**config.mk**
```make
export PLATFORM = sky130hd
export DESIGN_NAME = mobius_loader
export DESIGN_NICKNAME = d
export VERILOG_FILES = /design/src/rtl/mobius_loader.sv
export SDC_FILE = /design/constraint.sdc
export NUM_CORES = 1
export LEC_CHECK = 0
export ABC_AREA = 1
export CAP_MARGIN = 5
export CORE_UTILIZATION = 44
export DETAILED_ROUTE_END_ITERATION = 10
export MAX_ROUTING_LAYER = met4
export PLACE_DENSITY = 0.77
export SLEW_MARGIN = 5
export SYNTH_ARGS = -nofsm -noshare
export SYNTH_HDL_FRONTEND = slang
export SYNTH_SLANG_ARGS = --single-unit
export TNS_END_PERCENT = 30
```
**constraint.sdc**
```tcl
create_clock -name clk -period 1.9 [get_ports clk]
set_clock_uncertainty 0.2 [all_clocks]
set_input_delay 0.38 -clock clk [delete_from_list [all_inputs] [get_ports clk]]
set_output_delay 0.38 -clock clk [all_outputs]
set_load 0.02 [all_outputs]
```
**src/rtl/mobius_loader.sv**
```systemverilog
// mobius_loader: gathers W-bit truth-table words into one N-bit vector and
// hands the full vector to the transform stage.
//
// Both ports use the same valid/ready rule: a transfer happens on a rising
// edge where valid and ready are both 1. A producer holds its payload until
// that edge. The loader raises in_ready only in FILL and out_valid only in
// HOLD, so it never accepts a word and hands off a vector in the same cycle.
module mobius_loader #(
  parameter int N      = 128,
  parameter int log2_N = 7,
  parameter int W      = 8
) (
  input  logic              clk,
  input  logic              rst_n,
  input  logic              in_valid,
  output logic              in_ready,
  input  logic [0:W-1]      in_data,
  input  logic              in_last,
  output logic              out_valid,
  input  logic              out_ready,
  output logic [0:N-1]      out_data,
  output logic              err,
  output logic [7:0]        frames,
  output logic              dbg_state,
  output logic [log2_N-1:0] dbg_cnt
);

  localparam int BEATS = N / W;
  localparam int CW    = (BEATS > 1) ? $clog2(BEATS) : 1;
  localparam logic [CW-1:0] LAST_CNT = CW'(BEATS - 1);

  typedef enum logic {
    FILL = 1'b0,
    HOLD = 1'b1
  } state_t;

  state_t        state;
  state_t        state_d;
  logic [CW-1:0] cnt;
  logic [0:N-1]  tt_q;
  logic          live;
  logic          accept;
  logic          handoff;
  logic          at_last;
  logic          err_d;

  assign at_last   = (cnt == LAST_CNT);
  assign out_data  = tt_q;
  assign dbg_state = state;
  assign dbg_cnt   = log2_N'(cnt);

  // State register; any reset drops the current frame without side effects.
  always_ff @(posedge clk or negedge rst_n) begin
    if (!rst_n) begin
      state <= FILL;
    end else begin
      state <= state_d;
    end
  end

  // Next state and handshake outputs.
  // A mismatch between in_last and the final beat position is a framing
  // error: an early last aborts the frame, a missing last still completes it.
  always_comb begin
    state_d   = state;
    in_ready  = 1'b0;
    out_valid = 1'b0;
    accept    = 1'b0;
    handoff   = 1'b0;
    err_d     = 1'b0;
    case (state)
      FILL: begin
        in_ready = live;
        accept   = in_valid && live;
        if (accept) begin
          err_d = (in_last != at_last);
          if (at_last) begin
            state_d = HOLD;
          end
        end
      end
      HOLD: begin
        out_valid = 1'b1;
        if (out_ready) begin
          handoff = 1'b1;
          state_d = FILL;
        end
      end
      default: state_d = FILL;
    endcase
  end

  // Datapath: word buffer, beat counter, error pulse, handoff counter.
  // live holds in_ready low until the first edge after reset is released.
  // The buffer is not cleared on an early last; the next frame overwrites it.
  always_ff @(posedge clk or negedge rst_n) begin
    if (!rst_n) begin
      cnt    <= '0;
      tt_q   <= '0;
      err    <= 1'b0;
      frames <= 8'd0;
      live   <= 1'b0;
    end else begin
      live <= 1'b1;
      err  <= err_d;
      if (accept) begin
        tt_q[int'(cnt) * W +: W] <= in_data;
        if (at_last || in_last) begin
          cnt <= '0;
        end else begin
          cnt <= cnt + 1'b1;
        end
      end
      if (handoff) begin
        frames <= frames + 8'd1;
      end
    end
  end

endmodule

```
### Zoomed window, run 1

Region (39, 16) to (79, 56) µm. Cells in gray, sequential cells in the stronger gray; small squares are vias.
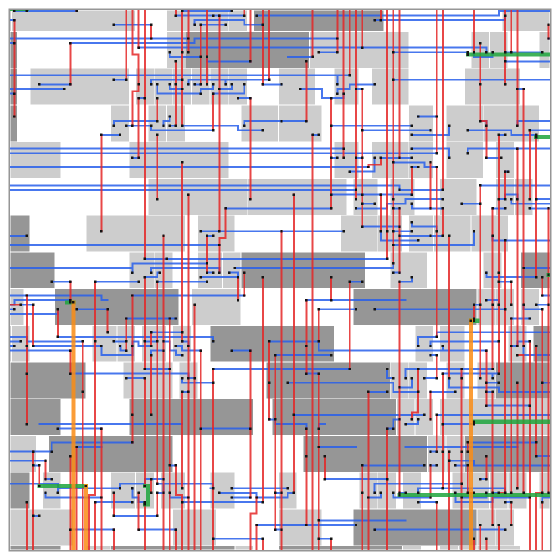
legend:
  met4:
    color: orange
  met3:
    color: green
  met1:
    color: blue
  met2:
    color: red
most frequent: nand2_1 (42), dfrtp_1 (13), buf_4 (12)
netlist names of flops here include: out_data (12), cnt (2)
cells with their middle in the window: 112
sequential cells in the window: 14

### Clock wires, drivers and flops, run 1

The bar under the picture is 20 µm long.
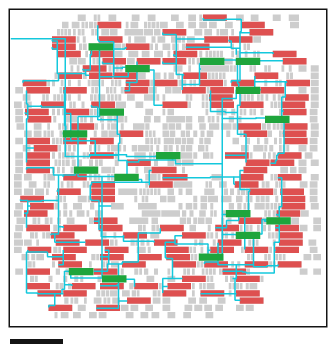
legend:
  flip-flops:
    color: red
    count: 143
  clock wires:
    color: cyan
    length: 1690 µm
  cells driving clock nets:
    color: green
    count: 17
routed clock nets: 18

### Routed metal, one color a layer, run 1

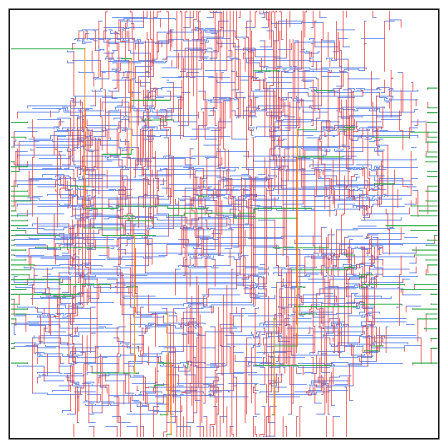
legend:
  met3:
    color: green
    wire_length: 748 µm
  met4:
    color: orange
    wire_length: 241 µm
  met1:
    color: blue
    wire_length: 7400 µm
  met2:
    color: red
    wire_length: 7640 µm
Tot GR Track Use: 25.3%
detailed-route wire length per cell: 14.9 µm
DRT Wirelength: 16.0 mm
Via Count: 5207

### Placed standard cells, run 1

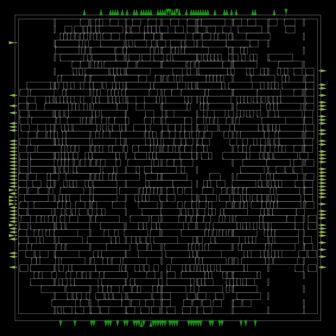
# Taps: 176
sequential cell area share: 42.1%

==> impl_metrics.yaml, run 1 <==
# flow metrics
route:
  ant_nets: 0
  vias_per_cell: 4.83
  drt-initial-drc-count: 305
  firstDrtPassIters: 5
  drcViolationCount: 0
power:
  seq_power_share_pct: 40.6
  ir_drop_uv: 612
  pwr-share-clk_pct: 31.6
  combPwrFrac_pct: 27.8
  switching_share_pct: 33.4
  p_sw_mw: 3.21
  p_int_mw: 6.39
flow_run:
  warnings: 31
  maxCapViolations: 0
setup_path:
  crit_arrival_ns: 1.25
  path_delay_family: "flip-flops"
  path_buffers: 1
  slowest_stage: "dfrtp_2"
  crit_path_max_fanout: 8
  crit_chain: "nor2_1, clkdlybuf4s15_2"
  cp-start-kind: "flop"
  cpPeakStageDelay_ns: 0.46
  endpoint_kind: "primary output"
clock_network:
  worstSkewPairLatency_ns: 0.42
  h-tree-depth: 4
  cts.sinks: 143
  cts_tree: "yes"
  cts_buffer_depth: 2
  cts_root_buf: "clkbuf_16"
  tritoncts.num_buffers: 17
die:
  dieArea_um2: 14000
  io_pins: 160
  fp_util_pct: 45.1
  die_y_um: 119
  core_um2: 13200
  row_count: 42
global_route:
  grt_max_degree: 36
  grt_pass1_wl_mm: 26.5
  antenna_found_initial: 0
  grt_pass1_vias: 4994
final_layout:
  layout_top_cell: "nand2_1"
  finish.cell_count_without_fillers: 1078
  nets: 911
  fill_cells: 1191
  antenna_cells: 0
  logic_area_um2: 2200
  fin_util_pct: 64.2
  fin_area_um2: 8500
synthesis:
  ys_cells: 682
  edf_count: 0
  ys_warn_count: 0
  postSynthCellCount: 682
  synthesis.area_um2: 5970
  ys_seq_share_pct: 59.9
  yosys.cell_types.count: 26
  ys.flop_type: "dfrtp_1"
  synth_flops: 143
  synth_chip_area_um2: 5970
timing:
  setup_violations: 0
  finalClockPeriodUsage_pct: 96.5
  drv_slew: 0
  finalWorstSetupSlack_ns: 0.0671
  fmax_mhz: 546
  post-route-min-period_ns: 1.83
min_path:
  hold_class: "in2async"
placement:
  place_ws_ns: -0.157
  post-place-cells: 1044
  io_buffers: 156
  post_dp_cell_area_um2: 8120
  hpwl_mm: 11.3
outcome:
  outcome: "complete, no violations"
-- run 1: cell usage after synthesis, types with 3 or more instances --
| cell | count | area, µm² |
|---|---|---|
| nand2_1 | 344 | 1290 |
| dfrtp_1 | 143 | 3580 |
| o21ai_0 | 34 | 170 |
| nand3_1 | 30 | 150 |
| nor2_1 | 24 | 90.1 |
| nor3_1 | 24 | 120 |
| inv_1 | 23 | 86.3 |
| nor2_4 | 9 | 101 |
| buf_2 | 8 | 40.0 |
| ha_1 | 8 | 100 |
| buf_4 | 5 | 37.5 |
| nand2_4 | 5 | 56.3 |
| inv_2 | 4 | 15.0 |
| clkbuf_1 | 3 | 11.3 |
-- run 1: layer usage --
layer  wire length [µm]  up-vias  GRT usage (%)
li1                   -     2551              -
met3                747       19           4.54
met4                241        0           8.70
met2               7640      165           38.9
met5                  0        -              -
met1               7400     2472           33.9
-- run 1: path summary, 6_finish.rpt --
path,startpoint,end,slack (ns),depth (start not counted)
worst max-delay path,dbg_state$_DFF_PN0_,in_ready,0.07,2
worst min-delay path,rst_n,out_data[69]$_DFFE_PN0P_,0.23,2
worst max register to register,cnt[0]$_DFFE_PN0P_,out_data[57]$_DFFE_PN0P_,0.13,7
worst min register to register,out_data[39]$_DFFE_PN0P_,out_data[39]$_DFFE_PN0P_,0.27,2
max in group asynchronous,rst_n,out_data[37]$_DFFE_PN0P_,0.73,3
min in group clk,out_data[39]$_DFFE_PN0P_,out_data[39]$_DFFE_PN0P_,0.27,2
-- run 1: registers in the layout, indices dropped and copies added, names as in the netlist --
| register | count |
|---|---|
| err | 1 |
| cnt | 4 |
| frames | 8 |
| out_data | 128 |
| dbg_state | 1 |
| live | 1 |
-- run 1: logic make-up (layout without fill, tap and decap cells) --
| logic type | count (synthesis) | count (layout) | synth area share, % |
|---|---|---|---|
| fa+ha+maj | 8 | 8 | 1.68 |
| mux | 1 | 1 | 0.188 |
| compound gates | 37 | 37 | 3.14 |
| other cells | 2 | 4 | 0.126 |
| xor+xnor | 4 | 4 | 0.586 |
| flops | 143 | 143 | 59.9 |
| simple gates | 441 | 441 | 30.9 |
| buf+inv | 46 | 264 | 3.50 |
-- run 1: worst reg2reg max path, cell delays in order, from the launching register on --
cell	delay [ns]
dfrtp_2	0.47
ha_1	0.26
ha_1	0.25
inv_1	0.15
nor2_2	0.06
buf_4	0.16
nand2_1	0.07
nand2_1	0.05
-- run 1: power groups by stage --
stage	clock, mW	combinational (mW)	sequential, mW
3_5_place_dp	0	3.00	3.96
2_1_floorplan	0	0.859	4.51
6_report	3.03	2.67	3.90
5_1_grt	3.23	2.89	3.96
4_1_cts	3.09	2.66	3.91
3_3_place_gp	0	2.95	3.97
-- run 1: repair_timing --
action | 4_1_cts | 5_1_grt
hold buffers | 1 | 0
setup buffers | 0 | 2
gates resized | 148 | 1
endpoints found under the hold margin | 126 | 0
endpoints found under the setup margin | 144 | 19
pin swaps | 0 | 0
-- run 1: cell type report --
type / instances / share of cell area (%)
repair buffers: 204 / 21.8
well taps: 176 / 2.59
flip-flops and latches: 143 / 42.1
clock inverters: 8 / 0.765
multi-input cells: 495 / 25.9
inverters: 29 / 1.34
clock buffers: 23 / 5.50
--- run 2 (diff from run 1) ---
--- a/config.mk
+++ b/config.mk
@@ -7,10 +7,10 @@
 export LEC_CHECK = 0
 export ABC_AREA = 1
 export CAP_MARGIN = 5
-export CORE_UTILIZATION = 44
+export CORE_ASPECT_RATIO = 2
+export CORE_UTILIZATION = 35
 export DETAILED_ROUTE_END_ITERATION = 10
 export MAX_ROUTING_LAYER = met4
-export PLACE_DENSITY = 0.77
 export SLEW_MARGIN = 5
 export SYNTH_ARGS = -nofsm -noshare
 export SYNTH_HDL_FRONTEND = slang
### Clock wires, drivers and flops, run 2

The bar under the picture is 20 µm long.
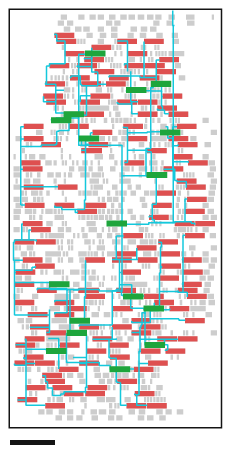
Insertion Delay late pin: 0.42 ns
clock group power: 3.48 mW
clock power share: 34.4%

==> impl_metrics.yaml, run 2 <==
# flow metrics
clock_network:
  post-cts-setup-buffers: 0
  cts_root_buf: "clkbuf_16"
  clkTransAtPathRegs_ns: 0.06
  cts_buffer_depth: 2
  h-tree-depth: 4
  tritoncts.num_buffers: 17
  cts_tree: "yes"
  cts.sinks: 143
timing:
  post-route-min-period_ns: 1.80
  finalClockPeriodUsage_pct: 94.7
  drv_slew: 0
  setup_violations: 0
  fmax_mhz: 556
  hold_viol: 0
setup_path:
  cp-start-kind: "flop"
  crit_arrival_ns: 1.22
  crit_path_max_fanout: 7
  path_buffers: 1
  path_delay_family: "flip-flops"
  endpoint_kind: "primary output"
  r2r_start: "dbg_state$_DFF_PN0_"
  crit_chain: "dlygate4sd2_1"
  cpPeakStageDelay_ns: 0.46
  reg2reg_depth: 8
synthesis:
  ys.flop_type: "dfrtp_1"
  ys_top_cells_by_count: "344 x nand2_1, 143 x dfrtp_1, 34 x o21ai_0, 30 x nand3_1"
  edf_count: 0
  ys_warn_count: 0
  area_leaders: "dfrtp_1 60%, nand2_1 22%, o21ai_0 2.8%, nand3_1 2.5%, nor3_1 2.0%"
  yosys.cell_types.count: 26
  yosysTopAreaCell: "dfrtp_1"
  avgSynthCellArea_um2: 8.76
  synthesis.area_um2: 5970
  synth_chip_area_um2: 5970
  synth_flops: 143
  postSynthCellCount: 682
  ys_cells: 682
  ys_seq_share_pct: 59.9
die:
  core_um2: 16800
  die_y_um: 187
  row_count: 67
  io_pins: 160
  fp_util_pct: 35.6
  dieArea_um2: 17600
global_route:
  grt_pass1_wl_mm: 28.6
  antenna_found_initial: 0
  grt_max_degree: 38
  grt_pass1_vias: 5281
  track_usage_pct: 22.6
outcome:
  outcome: "complete, no violations"
final_layout:
  nets: 920
  antenna_cells: 0
  largest_reg_flops: 128
  finish.cell_count_without_fillers: 1119
power:
  combPwrFrac_pct: 27.1
  seq_power_share_pct: 38.5
  switching_share_pct: 33.9
  p_sw_mw: 3.43
  power_density_nw_per_um2: 1160
route:
  drcViolationCount: 0
  ant_nets: 0
  drt-initial-drc-count: 264
  vias_per_cell: 4.64
  routed_wl_mm: 17.7
  vias: 5192
  firstDrtPassIters: 4
  wl_per_cell_um: 15.9
min_path:
  hold_class: "in2async"
flow_run:
  warnings: 32
  maxCapViolations: 0
placement:
  post-place-cells: 1086
  hpwl_mm: 13.4
  io_buffers: 156
-- run 2: kinds of logic (layout without fill, tap and decap cells) --
family / count (synthesis) / count (layout) / share of synthesized area (%)
AOI/OAI and AO/OA: 37 / 37 / 3.14
and+or+nand+nor: 441 / 441 / 30.9
buffers and inverters: 46 / 274 / 3.50
DFF: 143 / 143 / 59.9
other: 2 / 4 / 0.126
adders and majority gates: 8 / 8 / 1.68
muxes: 1 / 1 / 0.188
xor gates and xnor gates: 4 / 4 / 0.586
-- run 2: layer usage --
layer | wire length, µm | GRT usage, % | vias to the layer above
met1 | 6720 | 24.1 | 2453
met5 | 0 | - | -
li1 | - | - | 2569
met3 | 709 | 3.79 | 32
met2 | 9740 | 39.4 | 138
met4 | 586 | 10.8 | 0
-- run 2: power groups by stage --
stage               Combinational, mW  Clock [mW]  Sequential (mW)
floorplan                       0.859           0             4.51
global placement                 3.11           0             3.96
global route                     3.01        3.67             3.95
detailed placement               3.12           0             3.97
CTS                              2.79        3.55             3.90
finish                           2.75        3.48             3.90
-- run 2: cell type report --
cell class,count,area [µm²]
clock buffer,18,439
timing repair buffer,213,1910
tap,207,259
inverter,29,114
clock inverter,14,179
fill,1666,8070
sequential,143,3580
multi-input combinational,495,2210
-- run 2: repair_timing --
item / in CTS / in global routing
pin swaps: 0 / 0
hold endpoints to repair: 32 / 0
gates cloned: 0 / 0
resized: 146 / 8
hold buffers: 1 / 0
setup endpoints to repair: 144 / 72
-- run 2: through the flow --
stage | setup WS [ns] | instance area (µm²) | util (%)
2_1_floorplan | -0.0440 | 6000 | -
5_1_grt | -0.0350 | 8690 | 51.9
3_3_place_gp | -0.134 | 8240 | 49.1
4_1_cts | 0.00648 | 8690 | 51.8
3_5_place_dp | -0.146 | 8240 | 49.1
6_report | 0.101 | 8690 | 51.9
-- run 2: worst register-to-register path, stage by stage, from the launching register on --
cell	delay (ns)
dfrtp_2	0.46
buf_4	0.16
inv_1	0.07
nand3_2	0.13
nor2_1	0.12
buf_4	0.17
nand2_1	0.19
nand2_1	0.11
nand2_1	0.07
-- run 2: how the worst max path moves through the flow --
stage | slack, ns | cells after the start | startpoint | to
after global routing | -0.03 | 8 | dbg_state$_DFF_PN0_ | out_data[81]$_DFFE_PN0P_
after detailed placement | -0.15 | 7 | in_valid | out_data[59]$_DFFE_PN0P_
after CTS | 0.006 | 2 | dbg_state$_DFF_PN0_ | in_ready
after global placement | -0.13 | 7 | in_valid | out_data[60]$_DFFE_PN0P_
after floorplan | -0.04 | 10 | cnt[1]$_DFFE_PN0P_ | out_data[40]$_DFFE_PN0P_
final | 0.10 | 1 | dbg_state$_DFF_PN0_ | out_valid
--- run 3 (diff from run 2) ---
--- a/config.mk
+++ b/config.mk
@@ -6,7 +6,6 @@
 export NUM_CORES = 1
 export LEC_CHECK = 0
 export ABC_AREA = 1
-export CAP_MARGIN = 5
 export CORE_ASPECT_RATIO = 2
 export CORE_UTILIZATION = 35
 export DETAILED_ROUTE_END_ITERATION = 10
### Routed metal, one color a layer, run 3

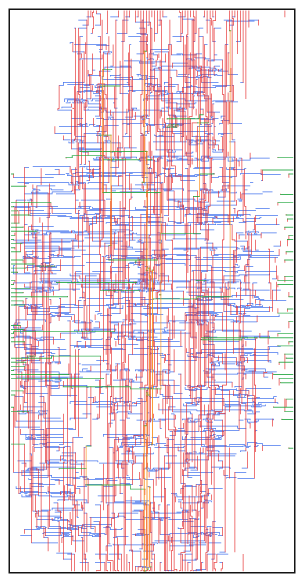
detailed-route wire length per cell: 15.9 µm
Tot GR Track Use: 22.6%
DRT Wirelength: 17.7 mm
Via Count: 5192

==> impl_metrics.yaml, run 3 <==
# flow metrics
setup_path:
  slowest_stage: "dfrtp_2"
  crit_chain: "dlygate4sd2_1"
  r2r_slack_ns: 0.11
  path_buffers: 1
  crit_arrival_ns: 1.22
synthesis:
  synthesis.area_um2: 5970
  top_cell: "nand2_1"
  yosysTopAreaCell: "dfrtp_1"
  yosys.cell_types.count: 26
  ys.flop_type: "dfrtp_1"
  ys_seq_share_pct: 59.9
min_path:
  hold_class: "in2async"
global_route:
  grt_max_degree: 38
  grt_pass1_vias: 5281
timing:
  drv_slew: 0
  setup_violations: 0
  finalClockPeriodUsage_pct: 94.7
  hold_viol: 0
placement:
  io_buffers: 156
die:
  row_count: 67
  fp_util_pct: 35.6
  io_pins: 160
clock_network:
  clkTransAtPathRegs_ns: 0.06
  cts_buffer_depth: 2
  cts_tree: "yes"
  cts.sinks: 143
flow_run:
  warnings: 32
final_layout:
  logic_area_um2: 2210
  antenna_cells: 0
  regArea_um2: 3580
  largest_reg_flops: 128
route:
  vias_per_cell: 4.64
  drcViolationCount: 0
outcome:
  outcome: "complete, no violations"
power:
  ir_drop_uv: 668
[run 3: cell counts after synthesis]
Identical to the previous run, type by type.
[run 3: area by class of cell]
cell class                 count  share of cell area [%]
tap                          207                    2.98
multi-input combinational    495                    25.5
clock inverter                14                    2.06
inverter                      29                    1.31
sequential                   143                    41.2
clock buffer                  18                    5.05
timing repair buffer         213                    21.9
[run 3: worst max path at each step]
stage / from / to / depth (start not counted)
5_1_grt: dbg_state$_DFF_PN0_ / out_data[81]$_DFFE_PN0P_ / 8
3_3_place_gp: in_valid / out_data[60]$_DFFE_PN0P_ / 7
3_5_place_dp: in_valid / out_data[59]$_DFFE_PN0P_ / 7
2_1_floorplan: cnt[1]$_DFFE_PN0P_ / out_data[40]$_DFFE_PN0P_ / 10
6_report: dbg_state$_DFF_PN0_ / out_valid / 1
4_1_cts: dbg_state$_DFF_PN0_ / in_ready / 2
[run 3: power by group]
group          internal, mW  total (mW)  switching [mW]
Clock                  2.12        3.48            1.36
Combinational          1.02        2.75            1.72
Sequential             3.55        3.90           0.345
Total                  6.69        10.1            3.43
[run 3: layer usage]
metal	vias up	GRT usage, %	share of wire (%)
met1	2453	24.1	38
met4	0	10.8	3.3
li1	2569	-	-
met2	138	39.4	55
met3	32	3.79	4.0
met5	-	-	0
[run 3: through the flow]
step           worst slack (ns)  hold WS (ns)  cell area, µm²  utilization [%]
6_report                  0.101         0.235            8690             51.9
5_1_grt                 -0.0350         0.262            8690             51.9
4_1_cts                 0.00648         0.240            8690             51.8
3_5_place_dp             -0.146         0.132            8240             49.1
3_3_place_gp             -0.134         0.130            8240             49.1
2_1_floorplan           -0.0440        -0.116            6000                -
[run 3: cell families after synthesis]
| logic type | synth area share (%) |
|---|---|
| other | 0.126 |
| and+or+nand+nor | 30.9 |
| DFF | 59.9 |
| AOI/OAI and AO/OA | 3.14 |
| adders and majority gates | 1.68 |
| xor gates and xnor gates | 0.586 |
| buffers and inverters | 3.50 |
| muxes | 0.188 |
[run 3: repair_timing]
action | in CTS | in global routing
gates resized | 146 | 8
hold buffers | 1 | 0
setup endpoints to repair | 144 | 72
buffers inserted | 0 | 0
hold endpoints to repair | 32 | 0
[run 3: worst reg2reg max path: cells and delay by family, from the launching register on]
kind,cells,cell delay (ns)
buffers and inverters,3,0.40
AND/OR/NAND/NOR,5,0.62
flip-flops,1,0.46
Power is estimated from default activity; no workload was simulated.
